<file path="src/rtl/program_loader.sv">
// Boot loader: assembles a framed UART byte stream into big-endian words, writes instruction memory,
// and holds the CPU in reset until a valid image is in. Optional trailing checksum: LOADER_CHECKSUM_EN.
module program_loader #(
  parameter logic [31:0] TIMEOUT_CYCLES = 32'd5000000,
  parameter logic [7:0]  HEADER_BYTE    = 8'hA5
) (
  input  logic        MAX10_CLK1_50,
  input  logic        reset,
  input  logic        rx_valid,
  input  logic [7:0]  rx_data,
  output logic [7:0]  imem_address,
  output logic [31:0] imem_data,
  output logic        imem_wren,
  output logic        cpu_reset,
  output logic        load_done,
  output logic        load_error,
  output logic [8:0]  word_count
);

`ifdef LOADER_CHECKSUM_EN
  typedef enum logic [2:0] {
    S_IDLE = 3'd0, S_LEN = 3'd1, S_DATA = 3'd2, S_CHECK = 3'd3, S_DONE = 3'd4, S_ERROR = 3'd5
  } state_e;
`else
  typedef enum logic [2:0] {
    S_IDLE = 3'd0, S_LEN = 3'd1, S_DATA = 3'd2, S_DONE = 3'd4, S_ERROR = 3'd5
  } state_e;
`endif

  state_e      state_q, state_d;
  logic [8:0]  len_q, len_d;
  logic [8:0]  wrd_q, wrd_d;     // words received in this frame (wc_q lags by one cycle)
  logic [1:0]  bidx_q, bidx_d;
  logic [23:0] asm_q, asm_d;
  logic [31:0] data_q, data_d;
  logic        wren_q, wren_d;
  logic [7:0]  addr_q, addr_d;
  logic [8:0]  wc_q, wc_d;
  logic [31:0] tmo_q, tmo_d;
  logic        cpu_reset_q, done_q, err_q;
`ifdef LOADER_CHECKSUM_EN
  logic [7:0]  csum_q, csum_d;
`endif

  logic        hdr;
  logic        timed;
  logic [31:0] tmo_inc;

  assign hdr     = rx_valid && (rx_data == HEADER_BYTE);
  assign tmo_inc = tmo_q + 32'd1;

  always_comb begin
    timed = (state_q == S_LEN) || (state_q == S_DATA);
`ifdef LOADER_CHECKSUM_EN
    timed = timed || (state_q == S_CHECK);
`endif
  end

  always_comb begin
    state_d = state_q;
    len_d   = len_q;
    wrd_d   = wrd_q;
    bidx_d  = bidx_q;
    asm_d   = asm_q;
    data_d  = data_q;
    wren_d  = 1'b0;
    addr_d  = addr_q;
    wc_d    = wc_q;
    tmo_d   = 32'd0;
`ifdef LOADER_CHECKSUM_EN
    csum_d  = csum_q;
`endif

    // Address/count advance the cycle after the write strobe
    if (wren_q) begin
      addr_d = addr_q + 8'd1;
      wc_d   = wc_q + 9'd1;
    end

    if (timed && !rx_valid) tmo_d = tmo_inc;

    case (state_q)
      S_IDLE, S_DONE, S_ERROR: begin
        if (hdr) begin
          state_d = S_LEN;
          addr_d  = 8'd0;
          wc_d    = 9'd0;
`ifdef LOADER_CHECKSUM_EN
          csum_d  = 8'd0;
`endif
        end
      end
      S_LEN: begin
        if (rx_valid) begin
          len_d   = (rx_data == 8'd0) ? 9'd256 : {1'b0, rx_data};
          wrd_d   = 9'd0;
          bidx_d  = 2'd0;
          state_d = S_DATA;
        end
      end
      S_DATA: begin
        if (rx_valid) begin
          asm_d  = {asm_q[15:0], rx_data};
          bidx_d = bidx_q + 2'd1;
`ifdef LOADER_CHECKSUM_EN
          csum_d = csum_q ^ rx_data;
`endif
          if (bidx_q == 2'd3) begin
            data_d = {asm_q, rx_data};
            wren_d = 1'b1;
            wrd_d  = wrd_q + 9'd1;
            if (wrd_q + 9'd1 == len_q) begin
`ifdef LOADER_CHECKSUM_EN
              state_d = S_CHECK;
`else
              state_d = S_DONE;
`endif
            end
          end
        end
      end
`ifdef LOADER_CHECKSUM_EN
      S_CHECK: begin
        if (rx_valid) state_d = (rx_data == csum_q) ? S_DONE : S_ERROR;
      end
`endif
      default: state_d = S_IDLE;
    endcase

    // A byte in the expiring cycle wins, so only an idle cycle can time out
    if (timed && !rx_valid && (tmo_inc >= TIMEOUT_CYCLES)) state_d = S_ERROR;
  end

  always_ff @(posedge MAX10_CLK1_50) begin
    if (reset) begin
      state_q     <= S_IDLE;
      len_q       <= 9'd0;
      wrd_q       <= 9'd0;
      bidx_q      <= 2'd0;
      asm_q       <= 24'd0;
      data_q      <= 32'd0;
      wren_q      <= 1'b0;
      addr_q      <= 8'd0;
      wc_q        <= 9'd0;
      tmo_q       <= 32'd0;
      cpu_reset_q <= 1'b1;
      done_q      <= 1'b0;
      err_q       <= 1'b0;
`ifdef LOADER_CHECKSUM_EN
      csum_q      <= 8'd0;
`endif
    end else begin
      state_q     <= state_d;
      len_q       <= len_d;
      wrd_q       <= wrd_d;
      bidx_q      <= bidx_d;
      asm_q       <= asm_d;
      data_q      <= data_d;
      wren_q      <= wren_d;
      addr_q      <= addr_d;
      wc_q        <= wc_d;
      tmo_q       <= tmo_d;
      cpu_reset_q <= (state_q != S_DONE);
      done_q      <= (state_q == S_DONE);
      err_q       <= (state_q == S_ERROR);
`ifdef LOADER_CHECKSUM_EN
      csum_q      <= csum_d;
`endif
    end
  end

  assign imem_address = addr_q;
  assign imem_data    = data_q;
  assign imem_wren    = wren_q;
  assign cpu_reset    = cpu_reset_q;
  assign load_done    = done_q;
  assign load_error   = err_q;
  assign word_count   = wc_q;

endmodule

</file>
<file path="config.mk">
export PLATFORM = sky130hd
export DESIGN_NAME = program_loader
export DESIGN_NICKNAME = d
export VERILOG_FILES = /design/src/rtl/program_loader.sv
export SDC_FILE = /design/constraint.sdc
export NUM_CORES = 1
export LEC_CHECK = 0
export ABC_AREA = 1
export CAP_MARGIN = 20
export CORE_MARGIN = 2
export CORE_UTILIZATION = 50
export CTS_CLUSTER_SIZE = 28
export DETAILED_ROUTE_END_ITERATION = 8
export PLACE_DENSITY_LB_ADDON = 0.08
export SLEW_MARGIN = 20
export SYNTH_ARGS = -nofsm -noshare
export SYNTH_HDL_FRONTEND = slang
export SYNTH_SLANG_ARGS = --single-unit
</file>
<file path="constraint.sdc">
create_clock -name MAX10_CLK1_50 -period 2.73 [get_ports MAX10_CLK1_50]
set_input_delay 0.546 -clock MAX10_CLK1_50 [delete_from_list [all_inputs] [get_ports MAX10_CLK1_50]]
set_output_delay 0.546 -clock MAX10_CLK1_50 [all_outputs]
set_load 0.05 [all_outputs]
</file>
==> images/cell_density.png <==
The die is cut into 11 by 11 equal tiles; black is low, pale yellow is high, 0 to 100% covered.
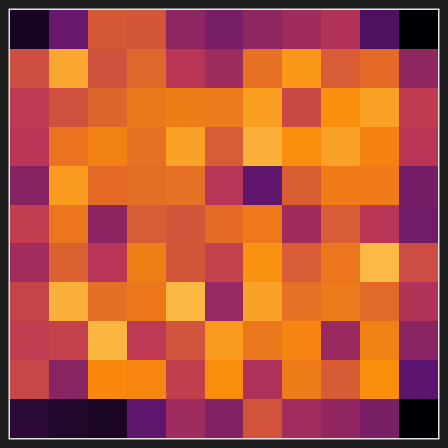
mean over tiles	56%
nearly empty tiles	1.7%
tiles over 75% full	16%
fullest tile	85%

==> images/flops_by_reg.png <==
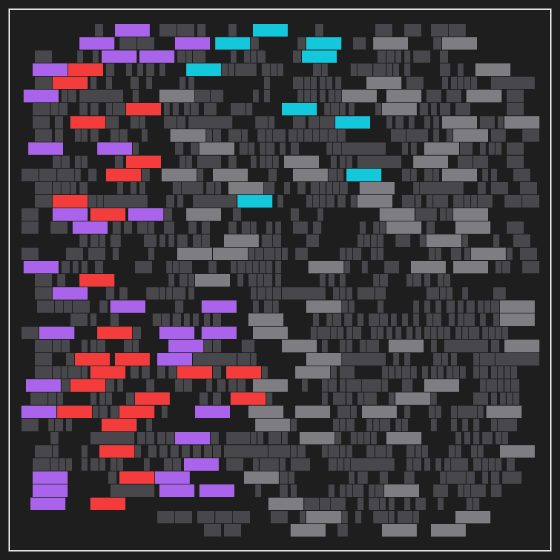
colour	name in the netlist	sequential cells
red	asm_q	24
purple	imem_data	32
cyan	wrd_q	9
not coloured	67

==> impl_metrics.xml <==
<?xml version="1.0" encoding="UTF-8"?>
<metrics>
  <group name="synth">
    <metric name="xor_share" unit="%">3.629</metric>
    <metric name="post_synth_fa_ha_maj_area_fraction" unit="%">1.080</metric>
    <metric name="ys.flops" unit="">132</metric>
    <metric name="synth_async_sr_flop_share" unit="%">0</metric>
    <metric name="post_synth_num_cell_types" unit="">35</metric>
    <metric name="yosys_stat_cell_total" unit="">812</metric>
    <metric name="post_synth_ao_oa_area_fraction" unit="%">10.89</metric>
    <metric name="synth.top_cells.by_count" unit="">sky130_fd_sc_hd__nand2_1, sky130_fd_sc_hd__dfxtp_1, sky130_fd_sc_hd__nor2_1</metric>
    <metric name="synthCells" unit="">812</metric>
    <metric name="post_synthesis_sequential_area_ratio" unit="%">45.63</metric>
    <metric name="ys_top_cells_by_area" unit="">sky130_fd_sc_hd__dfxtp_1, sky130_fd_sc_hd__nand2_1, sky130_fd_sc_hd__nor2_1</metric>
    <metric name="post-synth-top-area-cell" unit="">sky130_fd_sc_hd__dfxtp_1</metric>
    <metric name="synth.cell_area" unit="sq um">5792</metric>
    <metric name="yosysTopAreaCellShare" unit="%">45.63</metric>
    <metric name="ys_warn_count" unit="">0</metric>
    <metric name="mux_area_share" unit="%">0</metric>
  </group>
  <group name="cells_and_area">
    <metric name="num-clock-buffers" unit="">20</metric>
    <metric name="antennaDiodeCount" unit="">0</metric>
    <metric name="layout.cells.most_common" unit="">sky130_fd_sc_hd__nand2_1</metric>
    <metric name="area_growth_syn_to_layout" unit="%">22.99</metric>
    <metric name="comb.multi_input.count" unit="">575</metric>
    <metric name="register_area" unit="sq um">2643</metric>
    <metric name="n_fill_cell" unit="">1034</metric>
    <metric name="final_layout_size_suffix_gt1_share" unit="%">7.399</metric>
    <metric name="buffers_excl_clock" unit="">75</metric>
    <metric name="layout.clock.cell_area_share" unit="%">7.553</metric>
    <metric name="sequential_cell_total" unit="">132</metric>
    <metric name="most_frequent_cells_in_the_layout" unit="">sky130_fd_sc_hd__nand2_1, sky130_fd_sc_hd__dfxtp_1, sky130_fd_sc_hd__nor2_1</metric>
    <metric name="seq_share" unit="%">37.10</metric>
  </group>
  <group name="run">
    <metric name="max_cap_viol_count" unit="">0</metric>
  </group>
  <group name="timing">
    <metric name="clock_skew" unit="ps">6.233</metric>
    <metric name="final_setup_violation_count" unit="">0</metric>
    <metric name="unrepaired_setup_endpoints_after_global_routing" unit="">no</metric>
    <metric name="relSlewSlack" unit="%">42.74</metric>
    <metric name="final_min_period_over_clock_period" unit="%">90.65</metric>
    <metric name="max_freq" unit="MHz">404.1</metric>
    <metric name="tightestPinTransition" unit="ps">858.0</metric>
    <metric name="slew_violations" unit="">0</metric>
    <metric name="final.hold.worst_slack" unit="ps">455.7</metric>
    <metric name="final.setup.tns" unit="ps">0</metric>
  </group>
  <group name="setup_path">
    <metric name="worst-endpoint-required" unit="ps">2180</metric>
    <metric name="crit_buf_inv" unit="">1</metric>
    <metric name="setup_slack_of_the_most_critical_reg_to_reg_path" unit="ps">490</metric>
    <metric name="startpoint_class_of_the_critical_path" unit="">register</metric>
    <metric name="crit_path_cell_trace" unit="">clkdlybuf4s50_1</metric>
    <metric name="ff2ff_path_depth" unit="">16</metric>
    <metric name="crit_path_end_kind" unit="">output port</metric>
    <metric name="critical_path_type" unit="">reg -&gt; out</metric>
    <metric name="r2r-end" unit="">state_q[0]$_SDFFE_PP0P_</metric>
    <metric name="r2r_start" unit="">tmo_q[0]$_SDFF_PP0_</metric>
    <metric name="top_family_by_delay_on_critical_path" unit="">buffers and inverters</metric>
  </group>
  <group name="drt">
    <metric name="dr.first_iter.drc_count" unit="">292</metric>
    <metric name="vias" unit="">5363</metric>
    <metric name="first_pass_detailed_route_iteration_total" unit="">5</metric>
    <metric name="finalWirelength" unit="mm">13.64</metric>
    <metric name="count_of_nets_left_with_antenna_violations_after_detail_routing" unit="">0</metric>
    <metric name="post-route-drc-count" unit="">0</metric>
  </group>
  <group name="grt">
    <metric name="gr-total-overflow" unit="">0</metric>
    <metric name="wire_length_of_the_first_global_routing_pass" unit="mm">23.33</metric>
    <metric name="first_global_vias" unit="">5084</metric>
    <metric name="largest_net_degree_at_the_start_of_global_routing" unit="">33</metric>
    <metric name="grt_antenna_before_repair" unit="">0</metric>
    <metric name="gr-usage-all-layers" unit="%">22.94</metric>
  </group>
  <group name="status">
    <metric name="status" unit="">finished, final reports clean</metric>
  </group>
  <group name="hold_path">
    <metric name="min_to" unit="">bidx_q[0]$_SDFFE_PP0P_</metric>
    <metric name="holdCritPathClass" unit="">reg -&gt; reg</metric>
    <metric name="worst_hold_startpoint" unit="">bidx_q[0]$_SDFFE_PP0P_</metric>
  </group>
  <group name="cts">
    <metric name="numCtsBuffers" unit="">17</metric>
    <metric name="cts_max_path_buffers" unit="">2</metric>
    <metric name="count_of_cells_resized_by_post_cts_repair" unit="">0</metric>
    <metric name="htreeDepth" unit="">4</metric>
    <metric name="cts_tree" unit="">yes</metric>
    <metric name="cts.reportedPaths.clkPinSlew" unit="ps">60</metric>
    <metric name="post-cts-setup-buffer-count" unit="">0</metric>
    <metric name="holdBufCountCts" unit="">0</metric>
  </group>
  <group name="pwr">
    <metric name="vdd_ir_drop_max" unit="mV">0.5508</metric>
    <metric name="power_per_cell_area" unit="nW/um^2">567.0</metric>
    <metric name="power.total" unit="mW">4.038</metric>
  </group>
  <group name="place">
    <metric name="dp.final_hpwl" unit="mm">9.811</metric>
  </group>
  <group name="floorplan">
    <metric name="die_w" unit="microns">111.6</metric>
    <metric name="io_pins" unit="">64</metric>
    <metric name="fp.dieArea" unit="sq um">12460</metric>
    <metric name="core-area" unit="sq um">11370</metric>
    <metric name="tapCellCount" unit="">143</metric>
  </group>
</metrics>
==> state kept, by name (all words and copies together), names as in the netlist <==
| register | count |
|---|---|
| load_error | 1 |
| cpu_reset | 1 |
| word_count | 9 |
| imem_data | 32 |
| tmo_q | 32 |
| len_q | 9 |
| state_q | 3 |
| wrd_q | 9 |
| imem_address | 8 |
| asm_q | 24 |
| load_done | 1 |
| imem_wren | 1 |
| bidx_q | 2 |
==> through the flow <==
| step | cells | util, % | setup WS [ps] |
|---|---|---|---|
| floorplan | 812 | - | 895.4 |
| global placement | 1003 | 57.92 | 518.4 |
| detailed placement | 1003 | 57.92 | 450.9 |
| CTS | 1035 | 62.65 | 258.3 |
| global route | 1035 | 62.65 | 194.8 |
| finish | 1035 | 62.65 | 255.2 |
==> how the worst max path moves through the flow <==
stage                           from                      end  slack (ps)  cells past startpoint
2_1_floorplan  wrd_q[0]$_SDFFE_PP0P_  state_q[0]$_SDFFE_PP0P_         900                     16
6_report        imem_wren$_SDFF_PP0_                imem_wren         260                      1
3_3_place_gp     tmo_q[0]$_SDFF_PP0_  state_q[0]$_SDFFE_PP0P_         520                     16
3_5_place_dp     tmo_q[0]$_SDFF_PP0_  state_q[0]$_SDFFE_PP0P_         450                     16
4_1_cts         imem_wren$_SDFF_PP0_                imem_wren         260                      1
5_1_grt          tmo_q[0]$_SDFF_PP0_  state_q[0]$_SDFFE_PP0P_         190                     16
==> metal layers <==
metal	GRT usage (%)	part of all wire (%)	vias to the layer above
met4	7.654	1.4	0
li1	-	-	2754
met5	0	0	-
met3	7.077	4.8	14
met1	28.79	47	2485
met2	37.70	47	110
==> power breakdown <==
part	switching, mW	internal, mW
combinational	0.0413	0.0229
sequential	0.000462	1.93
clock	0.844	1.20
Power figures rest on the tool's default switching activity, not on a simulated workload.
